==> src/rtl/line_interleave_scheduler.sv <==
// Two-input, one-output token scheduler: grants the single output to one
// input stream for LINE_LEN tokens, then to the other, alternating forever.
module line_interleave_scheduler #(
    parameter int DW       = 16,
    parameter int LINE_LEN = 512,
    parameter bit FIRST    = 1'b0
) (
    input  logic          CLK,
    input  logic          RESET,
    input  logic [DW-1:0] In1_DATA,
    input  logic          In1_SEND,
    input  logic [15:0]   In1_COUNT,
    output logic          In1_ACK,
    input  logic [DW-1:0] In2_DATA,
    input  logic          In2_SEND,
    input  logic [15:0]   In2_COUNT,
    output logic          In2_ACK,
    output logic [DW-1:0] Out1_DATA,
    output logic          Out1_SEND,
    output logic [15:0]   Out1_COUNT,
    input  logic          Out1_RDY,
    input  logic          Out1_ACK,
    output logic          sel
);

    typedef enum logic [1:0] {
        START  = 2'd0,
        GRANT1 = 2'd1,
        GRANT2 = 2'd2
    } state_t;

    localparam logic [15:0] LAST_BEAT   = 16'(LINE_LEN - 1);
    localparam state_t      FIRST_GRANT = FIRST ? GRANT2 : GRANT1;

    state_t      state_reg, state_next;
    logic [15:0] cnt_reg, cnt_next;
    logic [1:0]  kick_reg, kick_next;
    logic        fire1, fire2;

    // Token counts are informational and downstream ACK carries no meaning here.
    logic unused_inputs;
    assign unused_inputs = ^{In1_COUNT, In2_COUNT, Out1_ACK};

    always_ff @(posedge CLK or posedge RESET) begin
        if (RESET) begin
            state_reg <= START;
            cnt_reg   <= 16'd0;
            kick_reg  <= 2'd0;
        end else begin
            state_reg <= state_next;
            cnt_reg   <= cnt_next;
            kick_reg  <= kick_next;
        end
    end

    always_comb begin
        state_next = state_reg;
        cnt_next   = cnt_reg;
        kick_next  = kick_reg;
        fire1      = (state_reg == GRANT1) && In1_SEND && Out1_RDY;
        fire2      = (state_reg == GRANT2) && In2_SEND && Out1_RDY;
        sel        = FIRST;

        case (state_reg)
            START: begin
                // Two idle edges after reset before the first grant opens.
                kick_next = kick_reg + 2'd1;
                if (kick_reg == 2'd1) begin
                    state_next = FIRST_GRANT;
                end
            end
            GRANT1: begin
                sel = 1'b0;
                if (fire1) begin
                    if (cnt_reg == LAST_BEAT) begin
                        cnt_next   = 16'd0;
                        state_next = GRANT2;
                    end else begin
                        cnt_next = cnt_reg + 16'd1;
                    end
                end
            end
            GRANT2: begin
                sel = 1'b1;
                if (fire2) begin
                    if (cnt_reg == LAST_BEAT) begin
                        cnt_next   = 16'd0;
                        state_next = GRANT1;
                    end else begin
                        cnt_next = cnt_reg + 16'd1;
                    end
                end
            end
            default: begin
                state_next = START;
            end
        endcase
    end

    assign In1_ACK    = fire1;
    assign In2_ACK    = fire2;
    assign Out1_SEND  = fire1 | fire2;
    assign Out1_DATA  = fire1 ? In1_DATA : (fire2 ? In2_DATA : '0);
    assign Out1_COUNT = 16'h0001;

endmodule
==> config.mk <==
export PLATFORM = sky130hd
export DESIGN_NAME = line_interleave_scheduler
export DESIGN_NICKNAME = d
export VERILOG_FILES = /design/src/rtl/line_interleave_scheduler.sv
export SDC_FILE = /design/constraint.sdc
export NUM_CORES = 1
export LEC_CHECK = 0
export CORE_MARGIN = 2
export CORE_UTILIZATION = 25
export DETAILED_ROUTE_END_ITERATION = 10
export SYNTH_ARGS = -nofsm -noshare
export SYNTH_HDL_FRONTEND = slang
export SYNTH_SLANG_ARGS = --single-unit
==> constraint.sdc <==
create_clock -name CLK -period 1.6 [get_ports CLK]
set_input_delay 0.32 -clock CLK [delete_from_list [all_inputs] [get_ports CLK]]
set_output_delay 0.32 -clock CLK [all_outputs]
set_load 0.05 [all_outputs]
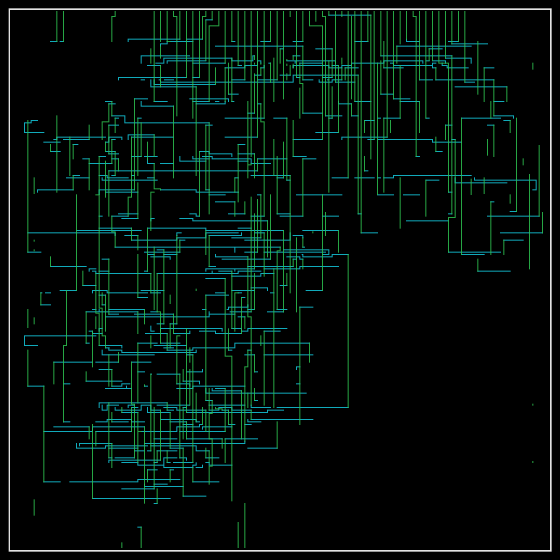
run_1/layers.png
Only two layers are drawn.
- M2: green (wire length 2000 µm)
- M1: cyan (wire length 1530 µm)

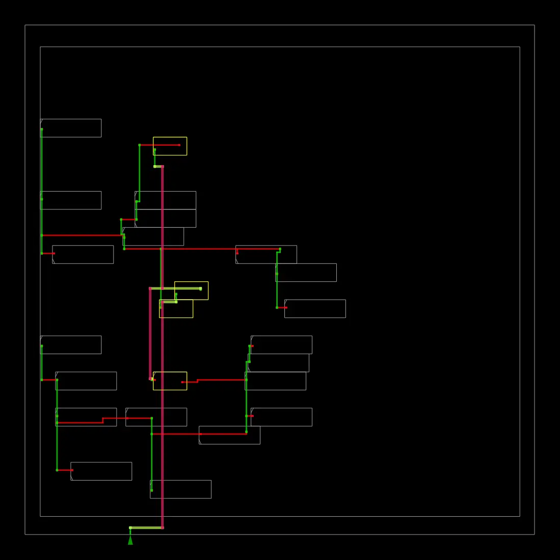
run_1/clock_nets.png
clock network power: 388 µW
CTS buffer count: 3
clk_skew: 5.36 ps
clkbuf count: 4
# clock sinks: 20

==> run notes, run 1 <==
flow finished, numbers: status complete, but fails checks, violated checks setup timing, Unique cell types 36, synth-to-layout area growth 89.6%, Pwr Density 655 nW/µm², DR iter-0 viols 14, OpenROAD warning count 62, Avg Cell Area, Syn 9.45 µm², GPL Wtd Cong 0.786, final setup margin -276 ps, worst-path fanout max 17, min-delay worst type input pin to asynchronous set/reset pin, ys cells 140, fraction of area in registers 0.200, cell count after placement 278, FILL cells 470, buffer share of cell area 0.386, flop count 20, yosys stat chip area 1320 µm², drt first pass iters 4, WL final 3770 µm, Final #Nets 299, routed via count 1309, Final Setup Violations 20, Latency at later pin 260 ps, CP Data Required Time 1280 ps, static leakage 0.00117 µW, clock root buffer clkbuf_8, hold buffer count at cts 0, startpoint types flop, initial core utilization 0.259, synthesized cell area 1320 µm², min cycle time layout 1880 ps, worst reg-to-reg path cell count 10, GRT Overall Usage 0.128, Non-Filler Instances 296, chip area 5890 µm², Seq cells post-synth 20, peak supply drop 0.404 mV, clock buffer depth 2, CTS tree built, share of layout cells above drive strength 1 0.429, CTS resizes 52, number of max-cap violations 0, Signal buffers 88, DRC viols 0, global-route wire length before repair 6110 µm, Final Hold Violation Tally 0, MI comb cells 105, Critical Setup Path Class flop to output pin, FF+latch area 500 µm², crit path DAT 1560 ps, Synth Warn # 0, initial antenna violation count 0, largest net degree at the start of global routing 21, tapcell count 70, clk slew on worst S/H paths 80 ps, core region area 5110 µm², htree depth 1, vias in the first global route 1277, Top class by area buffers, hpwl dp 2620 µm, fmax 0.533 GHz, I/O pins 106, RSZ-0062 raised after global routing true, fin crit share 1.17, total grt overflow 0, Synth Seq Share 0.378, crit end category output pin, Cell Rows 26, Ant. Diodes 0, Final Slew Violations 0, Routed wire per std cell 12.7 µm, Placed Area 2100 µm², WHS 377 ps, Setup Fix Bufs, Post-CTS 12, Vias/cell 4.42, Comb area share 0.338, Design Area, Final 2510 µm², max reg flops 16, ANT nets after route 0, Post-Syn Instances 140, Final clock-cell share 0.0220, logic area 847 µm², invs w/o clock 9
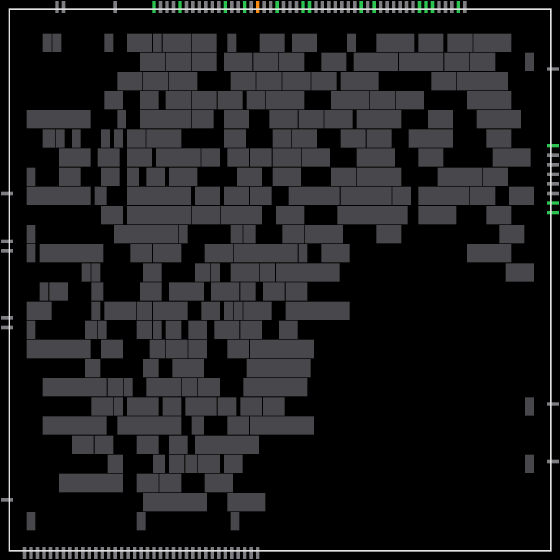
run_1/pinout.png
Pins as bars across the die edge, other pins in gray.
- In1_DATA: green (pins 16; direction input; edge 13 top, 3 right)
- In1_SEND: orange (pins 1; direction input; edge top)
Die Ht: 76.7 µm
PortBufs: 56
Die X: 76.7 µm

-- run 1: metal layers --
metal,part of all wire,vias up,global-route usage,wire [µm]
met2,0.53,39,0.225,2000
li1,-,638,-,-
met4,0.034,0,0.0691,127
met5,0,-,0,0
met3,0.028,12,0.0118,104
met1,0.41,620,0.155,1530
-- run 1: critical path: stages (launching register included) --
cell	delay (ps)
dfrtp_1	410
buf_6	130
and2b_4	170
nand3_4	110
inv_8	70
a22o_2	240
buf_8	160
-- run 1: through the flow --
step | power, µW | setup WS [ps] | setup TNS, ps | utilization
final | 1640 | -276 | -4340 | 0.491
after global routing | 1740 | -336 | -5810 | 0.491
after CTS | 1630 | -303 | -5330 | 0.484
after detailed placement | 1170 | -408 | -9770 | 0.412
after global placement | 1160 | -382 | -9180 | 0.412
after floorplan | 991 | -79.1 | -696 | -
-- run 1: layout by cell type (no fill, tap or decap), types with 3 or more instances in the layout --
cell type / netlist / routed
a21oi_1: 5 / 3
a22o_2: 0 / 7
a22o_4: 0 / 9
and3_1: 3 / 3
and4_1: 3 / 3
buf_12: 0 / 5
buf_4: 16 / 19
buf_6: 1 / 17
buf_8: 0 / 10
clkbuf_8: 0 / 4
clkdlybuf4s50_1: 0 / 33
conb_1: 2 / 16
dfrtp_1: 20 / 20
dlygate4sd2_1: 0 / 3
inv_1: 6 / 6
nand2_1: 8 / 8
nand3_1: 6 / 4
nand4_1: 5 / 5
nor2_1: 4 / 4
o21ai_2: 0 / 5
or3_4: 0 / 3
xnor2_1: 10 / 10
-- run 1: cells in the mapped netlist (all sizes together) --
cell,n,area (µm²)
a21oi,5,25.0
a22o,16,140
and2,2,12.5
and2b,1,8.76
and3,4,26.3
and3b,2,18.8
and4,3,26.3
buf,20,145
clkinv,1,3.75
conb,2,7.51
dfrtp,20,500
ha,2,25.0
inv,8,32.5
nand2,8,30.0
nand2b,1,6.26
nand3,7,40.0
nand4,7,56.3
nor2,4,15.0
nor2b,1,6.26
nor4,1,6.26
nor4b,1,8.76
o21ai,9,56.3
o22ai,1,6.26
or3,3,22.5
xnor2,10,87.6
xor2,1,8.76
-- run 1: power breakdown --
part | total [µW] | internal (µW) | switching, µW | leakage, µW
clock | 388 | 219 | 169 | 0.0000288
sequential | 646 | 577 | 69.1 | 0.000244
combinational | 609 | 288 | 321 | 0.000897
-- run 1: path summary, 6_finish.rpt --
check,slack (ps),start,endpoint
max,-280,state_reg[1],Out1_DATA[3]
min,380,RESET,cnt_reg[1]
max reg2reg,-20,state_reg[1],state_reg[0]
min reg2reg,480,kick_reg[0],kick_reg[0]
max in group asynchronous,1010,RESET,cnt_reg[15]
min in group CLK,480,kick_reg[0],kick_reg[0]
-- run 1: logic make-up (layout without fill, tap and decap cells) --
kind of cell               Yosys count  count (layout)  share of synthesized area
xor gates and xnor gates            11              11                     0.0728
and+or+nand+nor                     45              45                      0.215
DFF                                 20              20                      0.378
adders and majority gates            2               2                     0.0189
other                                2              16                    0.00568
AOI/OAI and AO/OA                   31              31                      0.172
buffers and inverters               29             101                      0.137
==> run 2, diff against run 1 <==
--- a/config.mk
+++ b/config.mk
@@ -5,7 +5,8 @@
 export SDC_FILE = /design/constraint.sdc
 export NUM_CORES = 1
 export LEC_CHECK = 0
-export CORE_MARGIN = 2
+export CAP_MARGIN = 20
+export CORE_MARGIN = 3
 export CORE_UTILIZATION = 25
 export DETAILED_ROUTE_END_ITERATION = 10
 export SYNTH_ARGS = -nofsm -noshare
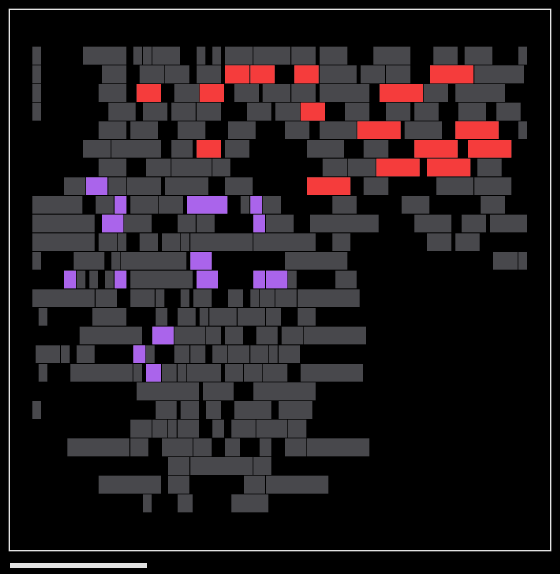
run_2/gates.png
Scale bar: 20 µm.
- aoi and oai cells: purple (cells 15; most used o21ai_2)
- non-inverting ao/oa cells: red (cells 16; most used a22o_4)

==> run 2 against run 1 <==
Net effect:
- area after synthesis unchanged
- sequential power fell by 2%
- total power is 3.9% lower
- critical path depth is 1 lower
- first-iteration DRC count increased by 120%
- register-to-register slack worse by 100 ps
- the flow still finishes with violations (setup timing)
- die area is 5.3% higher
- fmax grew 3.5%
- clock power is 19% lower
==> run notes, run 2 <==
flow finished, numbers: Latency at later pin 250 ps (about the same), Cell Rows 25 (-3.8%), grt met2 use 0.211 (-0.0132), fin crit share 1.13 (-0.0399), core region area 4910 µm² (-3.8%), DRC viols 0 (unchanged), Die Ht 78.7 µm (+2.6%), crit path DAT 1490 ps (-70 ps), peak supply drop 0.610 mV (+51%), top cells, area dfrtp_1 (38%), a22o_1 (11%), buf_4 (9.1%), xnor2_1 (6.6%), o21ai_0 (3.0%), number of max-cap violations 0 (unchanged), cell count after placement 277 (-0.36%), CP Data Required Time 1280 ps (about the same), htree depth 1 (unchanged), largest net degree at the start of global routing 21 (unchanged), EDFF count, synth 0 (unchanged), Non-Filler Instances 297 (+0.34%), Post-Syn Instances 140 (unchanged), static leakage 0.00120 µW (+2.6%), synthesized cell area 1320 µm² (unchanged), total power 1580 µW (-3.9%), yosys stat chip area 1320 µm² (unchanged), largest area contributor in the netlist dfrtp_1, initial core utilization 0.269 (+0.0104), Synth Seq Share 0.378 (unchanged), violated checks setup timing, hold buffer count at cts 0 (unchanged), initial antenna violation count 0 (unchanged), GRT Overall Usage 0.124 (-0.00435), Final Setup Violations 31 (+55%), worst-path fanout max 9 (-8), fmax 0.552 GHz (+3.5%), Synth Flop Type dfrtp_1, Routed wire per std cell 13.5 µm (+6.0%), Synth Warn # 0 (unchanged), max reg flops 16 (unchanged), Final Hold Violation Tally 0 (unchanged), hpwl dp 2620 µm (+0.24%), I/O pins 106 (unchanged), min cycle time layout 1810 ps (-63.8 ps), synth-to-layout area growth 94.2%, # clock sinks 20 (unchanged), Post-synth ARST share 1.00 (unchanged), total grt overflow 0 (unchanged), GR peak layer met2, Synth top area share 0.378 (unchanged), WL final 4010 µm (+6.4%), final setup margin -212 ps (+63.8 ps), Final Slew Violations 0 (unchanged), clock root buffer clkbuf_8, PortBufs 56 (unchanged), routed via count 1316 (+0.53%), Critical Setup Path Class flop to output pin, top cells by count dfrtp_1 (20), a22o_1 (16), buf_4 (16), drt first pass iters 4 (unchanged), status complete, but fails checks, crit end category output pin, most frequent cell after synthesis dfrtp_1, Vias/cell 4.43 (+0.20%), GPL Wtd Cong 0.747 (-5.0%), met1 usage 0.159 (+0.00416), chip area 6200 µm² (+5.3%), ys cells 140 (unchanged), Final #Nets 304 (+1.7%), Top cell excl fill/tap clkdlybuf4s50_1, share of layout cells above drive strength 1 0.448 (+0.0186), CTS tree built, Avg Cell Area, Syn 9.45 µm² (unchanged), Unique cell types 36 (unchanged), min-delay worst type input pin to asynchronous set/reset pin
==> run 2: power by group <==
group          switching, µW  total (µW)  internal, µW  leakage [µW]
registers               54.5         632           577      0.000244
clock network            148         316           167     0.0000216
logic                    329         631           302      0.000935
total                    532        1580          1050       0.00120
==> run 2: worst paths after layout <==
path	slack, ps	start	endpoint	cells after the start
min reg2reg	490	kick_reg[0]	kick_reg[0]	1
max reg2reg	-120	state_reg[0]	cnt_reg[3]	7
min in group CLK	490	kick_reg[0]	kick_reg[0]	1
max in group asynchronous	990	RESET	state_reg[0]	3
min	390	RESET	cnt_reg[0]	3
max	-210	state_reg[0]	Out1_DATA[2]	5
==> run 2: logic make-up (layout without fill, tap and decap cells) <==
family	count (synthesis)	after routing	synth area share
flops	20	20	0.378
other cells	2	16	0.00568
compound gates	31	31	0.172
simple gates	45	45	0.215
fa+ha+maj	2	2	0.0189
xor+xnor	11	11	0.0728
buf+inv	29	105	0.137
==> run 2: stage by stage <==
stage	TNS, ps	hold slack (ps)	utilization	area, µm²	setup WS (ps)
6_report	-4230	385	0.523	2570	-212
5_1_grt	-6490	424	0.523	2570	-280
3_5_place_dp	-9840	464	0.431	2120	-407
2_1_floorplan	-696	284	-	1500	-79.1
3_3_place_gp	-9240	467	0.431	2120	-383
4_1_cts	-6090	389	0.496	2430	-310
==> run 2: metal layers <==
layer / up-vias / part of all wire
li1: 645 / -
met1: 630 / 0.41
met2: 37 / 0.54
met3: 4 / 0.037
met4: 0 / 0.010
met5: - / 0
==> run 2: worst max-delay path, cell delays in order, from the launching register on <==
cell	delay, ps
dfrtp_2	420
and2b_4	270
nand3_4	140
clkinv_8	110
a22o_2	150
buf_8	140
==> run 2: final cells by class <==
cell class / count / area [µm²]
Multi-Input combinational cell: 105 / 863
Clock buffer: 3 / 41.3
Timing Repair inverter: 1 / 11.3
Sequential cell: 20 / 502
Tap cell: 67 / 83.8
Timing Repair Buffer: 92 / 1010
Inverter: 9 / 56.3
Fill cell: 433 / 2340
==> run 2: repair_timing <==
action	4_1_cts	5_1_grt
buffers inserted	11	6
pin swaps	9	8
endpoints found under the hold margin	0	0
setup endpoints to repair	19	27
resized	44	34
cloned	2	1
==> run 3, diff against run 2 <==
--- a/config.mk
+++ b/config.mk
@@ -9,6 +9,7 @@
 export CORE_MARGIN = 3
 export CORE_UTILIZATION = 25
 export DETAILED_ROUTE_END_ITERATION = 10
+export SLEW_MARGIN = 15
 export SYNTH_ARGS = -nofsm -noshare
 export SYNTH_HDL_FRONTEND = slang
 export SYNTH_SLANG_ARGS = --single-unit
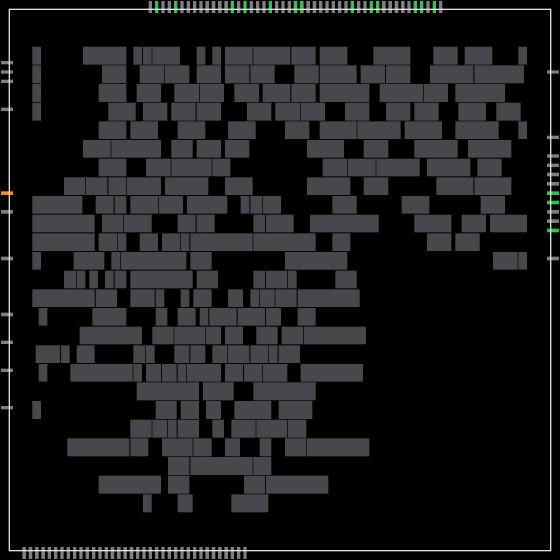
run_3/pinout.png
Pins as bars across the die edge, other pins in gray.
- In1_SEND: orange (pins 1; direction input; edge left)
- In1_DATA: green (pins 16; direction input; edge 13 top, 3 right)
- all pins by edge: 47 top, 36 bottom, 12 right, 11 left
Die X: 78.7 µm
Die Ht: 78.7 µm

==> run 3 against run 2 <==
Net effect:
- the flow still finishes with violations (setup timing)
- die area stayed put
- register-to-register slack hardly changed
- clock skew stayed put
- core utilization stayed put
- sequential share of layout area stayed put
- fmax stayed put
- count of clock-buffer cells in the layout stayed put
- synthesized cell count stayed put
- critical endpoint unchanged
==> run notes, run 3 <==
flow finished, numbers: Cell Rows 25 (unchanged), min cycle time layout 1810 ps (unchanged), startpoint types flop, initial antenna violation count 0 (unchanged), Vias/cell 4.43 (unchanged), Unique cell types 36 (unchanged), critical path's largest stage delay 420 ps (about the same), total grt overflow 0 (unchanged), Post-synth ARST share 1.00 (unchanged), most frequent cell after synthesis dfrtp_1, CP max stage cell dfrtp_2, Placed Area 2120 µm² (unchanged), Latency at later pin 250 ps (about the same), CP Data Required Time 1280 ps (about the same), OpenROAD warning count 62, ys cells 140 (unchanged), Top cell excl fill/tap clkdlybuf4s50_1, Routed wire per std cell 13.5 µm (unchanged), initial core utilization 0.269 (unchanged), Seq cells post-synth 20, max reg flops 16 (unchanged), Final Setup Violations 31 (unchanged), vias in the first global route 1311, WHS 385 ps (unchanged), Synth Seq Share 0.378 (unchanged), Final Slew Violations 0 (unchanged), worst reg-to-reg path cell count 7 (unchanged), crit path DAT 1490 ps (about the same), GPL Wtd Cong 0.747 (unchanged), DRC viols 0 (unchanged), number of max-cap violations 0 (unchanged), Final #Nets 304 (unchanged), # clock sinks 20 (unchanged), Synth Warn # 0 (unchanged), RSZ-0062 raised after global routing true, DR iter-0 viols 31, share of layout cells above drive strength 1 0.448 (unchanged), I/O pins 106 (unchanged), critical path, cell by cell and2b_4, nand3_4, clkinv_8, a22o_2, buf_8, final setup margin -212 ps (unchanged), global-route wire length before repair 6210 µm, ANT nets after route 0, CTS tree built, Avg Cell Area, Syn 9.45 µm² (unchanged), CTS buffer count 3, clk_skew 0.856 ps, static leakage 0.00120 µW (unchanged), htree depth 1 (unchanged), yosys stat chip area 1320 µm² (unchanged), fin crit share 1.13 (unchanged), top cells by count dfrtp_1 (20), a22o_1 (16), buf_4 (16), drt first pass iters 4 (unchanged), Reg2Reg Setup Slack -120 ps (about the same), largest net degree at the start of global routing 21 (unchanged), most common logic cells in the final layout clkdlybuf4s50_1 (34), buf_4 (21), dfrtp_1 (19), clock buffer depth 2, largest area contributor in the netlist dfrtp_1, Post-Syn Instances 140 (unchanged), Final Hold Violation Tally 0 (unchanged), fmax 0.552 GHz (unchanged), r2r endpoint cnt_reg[3], FF-to-FF Start state_reg[0], violated checks setup timing, Critical Setup Path Class flop to output pin, Pwr Density 615 nW/µm², routed via count 1316 (unchanged), clock root buffer clkbuf_8, Synth Flop Type dfrtp_1, top cells, area dfrtp_1 (38%), a22o_1 (11%), buf_4 (9.1%), xnor2_1 (6.6%), o21ai_0 (3.0%), hold buffer count at cts 0 (unchanged), worst-path fanout max 9 (unchanged), peak supply drop 0.610 mV (unchanged), Design Area, Final 2570 µm² (unchanged), PortBufs 56 (unchanged), EDFF count, synth 0 (unchanged), hpwl dp 2620 µm (unchanged), GRT Overall Usage 0.124 (unchanged), clk slew on worst S/H paths 70 ps, crit end category output pin, Ant. Diodes 0, synthesized cell area 1320 µm² (unchanged), status complete, but fails checks, synth-to-layout area growth 94.2% (unchanged), WL final 4010 µm (unchanged), Synth top area share 0.378 (unchanged), min-delay worst type input pin to asynchronous set/reset pin, core region area 4910 µm² (unchanged), chip area 6200 µm² (unchanged), CP Launch Point state_reg[0]
==> run 3: logic make-up after synthesis <==
kind of cell / synth area share
DFF: 0.378
adders and majority gates: 0.0189
other: 0.00568
buffers and inverters: 0.137
and+or+nand+nor: 0.215
AOI/OAI and AO/OA: 0.172
xor gates and xnor gates: 0.0728
==> run 3: area by class of cell <==
class | instances | area [µm²]
Fill cell | 433 | 2340
Timing Repair Buffer | 92 | 1010
Multi-Input combinational cell | 105 | 863
Sequential cell | 20 | 502
Tap cell | 67 | 83.8
Inverter | 9 | 56.3
Clock buffer | 3 | 41.3
Timing Repair inverter | 1 | 11.3
==> run 3: worst max-delay path: cells and delay by family, from the launching register on <==
kind                   cells  cell delay [ps]
buffers and inverters      2              250
AND/OR/NAND/NOR            2              410
AND-OR/OR-AND              1              150
flip-flops                 1              420
==> run 3: power by group <==
group	internal [µW]	total [µW]	switching, µW	leakage, µW
combinational	302	631	329	0.000935
clock	167	316	148	0.0000216
sequential	577	632	54.5	0.000244
total	1050	1580	532	0.00120
==> run 3: stage by stage <==
| stage | total power, µW | util | setup WS, ps | instances | setup TNS, ps |
|---|---|---|---|---|---|
| 6_report | 1580 | 0.523 | -212 | 297 | -4230 |
| 5_1_grt | 1680 | 0.523 | -280 | 297 | -6490 |
| 4_1_cts | 1580 | 0.496 | -310 | 293 | -6090 |
| 3_5_place_dp | 1190 | 0.431 | -407 | 277 | -9840 |
| 3_3_place_gp | 1180 | 0.431 | -383 | 277 | -9240 |
| 2_1_floorplan | 991 | - | -79.1 | 154 | -696 |
==> run 3: worst max path at each step <==
stage,endpoint,slack [ps],cells after the start
global route,Out1_DATA[15],-280,5
finish,Out1_DATA[2],-210,5
detailed placement,Out1_DATA[5],-410,7
CTS,Out1_DATA[13],-310,7
floorplan,Out1_DATA[10],-80,5
global placement,Out1_DATA[0],-380,7
==> run 3: what timing repair did <==
action | CTS | global route
gates resized | 44 | 34
pin swaps | 9 | 8
cloned | 2 | 1
setup endpoints to repair | 19 | 27
buffers inserted | 11 | 6
==> run 3: routing by layer <==
layer  GRT usage  up-vias  share of wire
met1       0.159      630           0.41
met4      0.0350        0          0.010
met5           0        -              0
met2       0.211       37           0.54
met3      0.0238        4          0.037
li1            -      645              -
Power figures rest on the tool's default switching activity, not on a simulated workload.
